**config.mk**
```make
export PLATFORM = sky130hd
export DESIGN_NAME = mem_arbiter
export DESIGN_NICKNAME = d
export VERILOG_FILES = /design/src/rtl/mem_arbiter.sv
export SDC_FILE = /design/constraint.sdc
export NUM_CORES = 1
export LEC_CHECK = 0
export ABC_AREA = 1
export CORE_ASPECT_RATIO = 1.1
export CORE_MARGIN = 2
export CORE_UTILIZATION = 40
export CTS_BUF_LIST = sky130_fd_sc_hd__clkbuf_4
export CTS_CLUSTER_SIZE = 25
export DETAILED_ROUTE_END_ITERATION = 10
export PLACE_DENSITY = 0.83
export SETUP_SLACK_MARGIN = 0.05
export SKIP_LAST_GASP = 1
export SLEW_MARGIN = 20
export SYNTH_ARGS = -nofsm -noshare
export SYNTH_HDL_FRONTEND = slang
export SYNTH_SLANG_ARGS = --single-unit
```
**constraint.sdc**
```tcl
create_clock -name clk -period 1.5 [get_ports clk]
set_clock_uncertainty 0.15 [all_clocks]
set_input_delay 0.3 -clock clk [delete_from_list [all_inputs] [get_ports clk]]
set_output_delay 0.3 -clock clk [all_outputs]
set_load 0.02 [all_outputs]
```
**src/rtl/mem_arbiter.sv**
```systemverilog
// mem_arbiter: two-port round-robin sequencer in front of a single-port memory.
// Port 0 is instruction fetch, port 1 is load/store. One access is in flight at a
// time: IDLE arbitrates and latches the winner, ACCESS drives one memory strobe,
// WAIT counts out the read latency and returns the read data to the winner.
// Every output comes straight from a flop.
module mem_arbiter #(
   parameter int ADDR_W     = 32,
   parameter int DATA_W     = 32,
   parameter int MEM_RD_LAT = 1
) (
   input  logic              clk,
   input  logic              rst_n,
   input  logic              m0_req,
   input  logic              m0_we,
   input  logic [ADDR_W-1:0] m0_addr,
   input  logic [DATA_W-1:0] m0_wdata,
   input  logic              m1_req,
   input  logic              m1_we,
   input  logic [ADDR_W-1:0] m1_addr,
   input  logic [DATA_W-1:0] m1_wdata,
   output logic              m0_gnt,
   output logic              m0_rvalid,
   output logic [DATA_W-1:0] m0_rdata,
   output logic              m1_gnt,
   output logic              m1_rvalid,
   output logic [DATA_W-1:0] m1_rdata,
   output logic              busy,
   output logic [ADDR_W-1:0] mem_address,
   output logic [DATA_W-1:0] mem_write_data,
   output logic              mem_wn,
   output logic              mem_rd,
   input  logic [DATA_W-1:0] mem_read_data
);

   // Counter reload value; the latency is limited to 1..15 so four bits suffice.
   localparam logic [3:0] RD_LAT = 4'(MEM_RD_LAT);

   typedef enum logic [1:0] {
      IDLE   = 2'd0,
      ACCESS = 2'd1,
      WAIT   = 2'd2
   } state_t;

   state_t              state_r, state_s;
   logic                last_r, last_s;     // port served most recently
   logic                port_r, port_s;     // port owning the current transaction
   logic                we_r, we_s;
   logic [ADDR_W-1:0]   addr_r, addr_s;
   logic [DATA_W-1:0]   wdata_r, wdata_s;
   logic [3:0]          cnt_r, cnt_s;
   logic                win_s;

   logic                m0_gnt_s, m1_gnt_s;
   logic                m0_rvalid_s, m1_rvalid_s;
   logic [DATA_W-1:0]   m0_rdata_s, m1_rdata_s;
   logic                busy_s;
   logic [ADDR_W-1:0]   mem_address_s;
   logic [DATA_W-1:0]   mem_write_data_s;
   logic                mem_wn_s, mem_rd_s;

   // Next-state logic and next values for every registered output.
   always_comb begin
      state_s          = state_r;
      last_s           = last_r;
      port_s           = port_r;
      we_s             = we_r;
      addr_s           = addr_r;
      wdata_s          = wdata_r;
      cnt_s            = cnt_r;
      win_s            = 1'b0;
      m0_gnt_s         = 1'b0;
      m1_gnt_s         = 1'b0;
      m0_rvalid_s      = 1'b0;
      m1_rvalid_s      = 1'b0;
      m0_rdata_s       = m0_rdata;
      m1_rdata_s       = m1_rdata;
      mem_address_s    = mem_address;
      mem_write_data_s = mem_write_data;
      mem_wn_s         = 1'b0;
      mem_rd_s         = 1'b0;

      case (state_r)
         IDLE: begin
            // On a tie the port not served last wins; otherwise the lone requester.
            if (m0_req && m1_req) begin
               win_s = ~last_r;
            end else begin
               win_s = m1_req;
            end
            if (m0_req || m1_req) begin
               port_s   = win_s;
               last_s   = win_s;
               we_s     = win_s ? m1_we    : m0_we;
               addr_s   = win_s ? m1_addr  : m0_addr;
               wdata_s  = win_s ? m1_wdata : m0_wdata;
               m0_gnt_s = ~win_s;
               m1_gnt_s = win_s;
               state_s  = ACCESS;
            end else begin
               state_s  = IDLE;
            end
         end
         ACCESS: begin
            mem_address_s = addr_r;
            if (we_r) begin
               mem_wn_s         = 1'b1;
               mem_write_data_s = wdata_r;
               state_s          = IDLE;
            end else begin
               mem_rd_s = 1'b1;
               cnt_s    = RD_LAT;
               state_s  = WAIT;
            end
         end
         WAIT: begin
            // The last counted cycle is the one in which read data is valid.
            if (cnt_r <= 4'd1) begin
               if (port_r) begin
                  m1_rdata_s  = mem_read_data;
                  m1_rvalid_s = 1'b1;
               end else begin
                  m0_rdata_s  = mem_read_data;
                  m0_rvalid_s = 1'b1;
               end
               state_s = IDLE;
            end else begin
               cnt_s = cnt_r - 4'd1;
            end
         end
         default: begin
            state_s = IDLE;
         end
      endcase

      busy_s = (state_s != IDLE);
   end

   // FSM state and the latched transaction; reset drops any in-flight access.
   always_ff @(posedge clk or negedge rst_n) begin
      if (!rst_n) begin
         state_r <= IDLE;
         last_r  <= 1'b1;
         port_r  <= 1'b0;
         we_r    <= 1'b0;
         addr_r  <= '0;
         wdata_r <= '0;
         cnt_r   <= 4'd0;
      end else begin
         state_r <= state_s;
         last_r  <= last_s;
         port_r  <= port_s;
         we_r    <= we_s;
         addr_r  <= addr_s;
         wdata_r <= wdata_s;
         cnt_r   <= cnt_s;
      end
   end

   // Output registers: requester handshakes, read data and memory strobes.
   always_ff @(posedge clk or negedge rst_n) begin
      if (!rst_n) begin
         m0_gnt         <= 1'b0;
         m1_gnt         <= 1'b0;
         m0_rvalid      <= 1'b0;
         m1_rvalid      <= 1'b0;
         m0_rdata       <= '0;
         m1_rdata       <= '0;
         busy           <= 1'b0;
         mem_address    <= '0;
         mem_write_data <= '0;
         mem_wn         <= 1'b0;
         mem_rd         <= 1'b0;
      end else begin
         m0_gnt         <= m0_gnt_s;
         m1_gnt         <= m1_gnt_s;
         m0_rvalid      <= m0_rvalid_s;
         m1_rvalid      <= m1_rvalid_s;
         m0_rdata       <= m0_rdata_s;
         m1_rdata       <= m1_rdata_s;
         busy           <= busy_s;
         mem_address    <= mem_address_s;
         mem_write_data <= mem_write_data_s;
         mem_wn         <= mem_wn_s;
         mem_rd         <= mem_rd_s;
      end
   end

endmodule

```
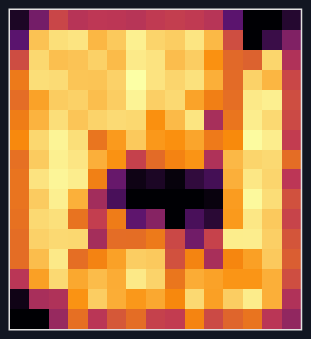
**Above:** cell area per tile.
Drawn at 2 px/µm. The die is cut into 15 by 16 equal tiles; black is low, pale yellow is high, 0 to 100% covered.
emptiest ninth of the die	centre
nearly empty tiles	4.6%
fullest tile	100%
tiles over 75% full	53%
core area: 21400 µm²
fp_density: 41.0%

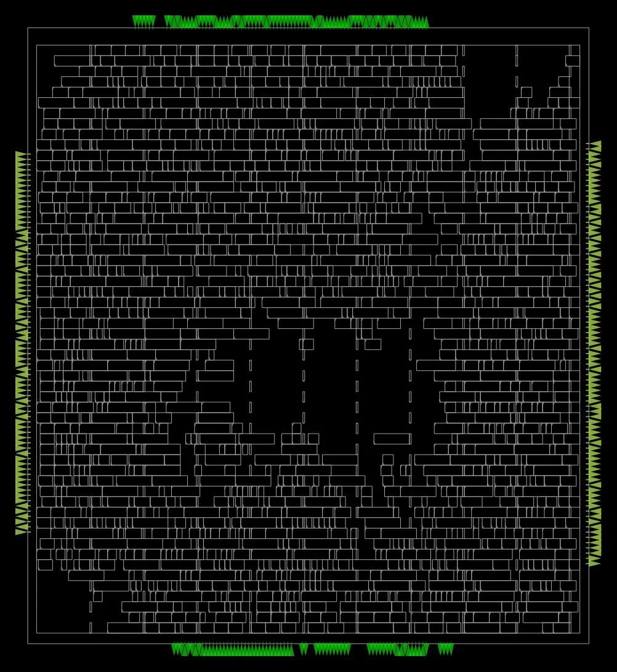
**Above:** cell outlines without signal wires.
fin cells: 1859
Tap Cells: 290
number of placement rows: 56
Seq/total area: 32.1%

==> Slide: Implementation Results <==
Synthesis and Place & Route Summary

Global routing
  • Number of global-route vias before repair: 9708
  • First-pass GRT wire length: 50.9 mm
  • Largest net degree at the start of global routing: 44

Setup path
  • R2r endpoint: m1_rdata[23]
  • Kind of critical path: flop to output port
  • CP max-delay cell: dfrtp_1
  • Worst path required time: 1050 ps
  • CP peak stage delay: 460 ps
  • R2R depth: 8
  • Worst Path Max Fanout: 2

Placed design
  • Pre-CTS setup slack: -473 ps
  • Post-detail-place hpwl: 18.2 mm

STA
  • Highest clock rate: 564 MHz
  • TNS Setup: -40970 ps
  • Worst hold slack: -24.2 ps
  • Endpoints failing setup: 282
  • Final worst setup slack: -274 ps
  • Endpoints failing hold: 15

Job
  • Tool Warnings: 32
  • Max-Cap Viols: 0

Synthesis
  • Flops out of synthesis: 208
  • Yosys cell count: 1050
  • Synth Seq Share: 59.2%
  • Syn Area/Cell: 8.38 µm²
  • Ys async rst share: 100%
  • Synthesis Warnings: 0
  • Yosys chip area: 8800 µm²
  • Cell with the most instances after synthesis: nand2_1

Detailed routing
  • Met3 routed WL: 3.69 mm
  • Vias per inst: 5.41
  • Top Metal Used: met4
  • Drt drc: 0
  • Met2 WL: 20.6 mm
  • Initial DRC Count: 642

Floorplanning
  • Die area: 23200 µm²

Clock tree
  • TritonCTS buffer count: 52
  • Clk buf depth: 3
  • H-tree levels: 2
  • CTS Hold Buffers Added: 1

Final layout
  • Layout cell share with drive strength beyond 1: 41.3%

Outcome
  • Status: complete, but fails checks
  • Failing checks: negative hold slack, negative setup slack
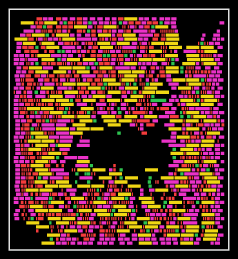
**Above:** placed cells, one colour a class.
Drawn at 1.5 px/µm.
colour	class	cells
magenta	remaining buffers and delay cells	486
green	clock drivers and dummy loads	92
yellow	registers	208
red	remaining logic cells	781
Final Instance Area: 16200 µm²
Util after Layout: 75.8%

cell families after synthesis:
group | share of synthesized area (%)
AND-OR/OR-AND | 0.526
flip-flops | 59.2
adder cells (fa/ha/maj) | 0.284
buffers and inverters | 5.23
AND/OR/NAND/NOR | 34.8
flip-flops by register name (all words and copies together), names as in the netlist, 2 cells and up:
register and cells:
m0_rdata 32, state_r 2, addr_r 32, m1_rdata 32
wdata_r 32, mem_address 32, cnt_r 4, mem_write_data 32
power breakdown:
| group | total, mW | switching [mW] | internal, mW |
|---|---|---|---|
| clock | 5.00 | 2.49 | 2.52 |
| sequential | 10.4 | 2.22 | 8.20 |
| combinational | 20.4 | 10.6 | 9.88 |
worst max-delay path by stage:
stage	start	endpoint	slack, ps	depth (start not counted)
CTS	mem_address[19]	mem_address[19]	-210	1
global route	mem_write_data[2]	mem_write_data[2]	-290	1
finish	mem_write_data[2]	mem_write_data[2]	-270	1
detailed placement	m0_req	addr_r[21]	-470	6
global placement	m0_req	addr_r[28]	-440	7
floorplan	cnt_r[0]	m1_rdata[10]	40	8
cell usage in the layout, fill, tap and decap left out, drive strengths merged:
cell type | synthesis | final
clkinv | 1 | 16
bufinv | 0 | 1
dlygate4sd3 | 0 | 1
clkbuf | 15 | 96
diode | 0 | 2
o21ai | 6 | 6
buf | 48 | 301
ha | 2 | 2
dfrtp | 207 | 207
inv | 17 | 17
nand3 | 32 | 32
dfstp | 1 | 1
a21oi | 1 | 1
bufbuf | 0 | 1
nor2 | 11 | 12
nand2 | 645 | 645
clkdlybuf4s50 | 0 | 164
nand4 | 64 | 64
cell type report:
type / instances / area share, %
inverters: 18 / 0.670
clock buffers: 77 / 3.56
well taps: 290 / 2.23
clock inverters: 15 / 0.524
diodes: 2 / 0.0308
repair inverters: 1 / 0.0693
repair buffers: 486 / 34.4
multi-input cells: 762 / 26.4
flip-flops and latches: 208 / 32.1
per-layer routing:
layer | up-vias | GRT usage, %
li1 | 4299 | -
met1 | 4774 | 30.2
met2 | 737 | 48.8
met3 | 241 | 6.88
met4 | 0 | 14.5
met5 | - | 0
timing repair:
item                                    CTS  global route
cloned                                   17            29
pin swaps                                49           104
resized                                 936           279
endpoints found under the setup margin  270           338
setup buffers                            49            62
endpoints found under the hold margin   207            19
stage by stage:
step,instance area [µm²],hold slack (ps),cells
after global placement,12300,108,1616
final,16200,-24.2,1859
after global routing,16200,-18.3,1858
after floorplan,8840,-146,1050
after detailed placement,12300,109,1616
after CTS,14400,-33.0,1775
No activity file was given, so power comes from the tool's default toggle rates.
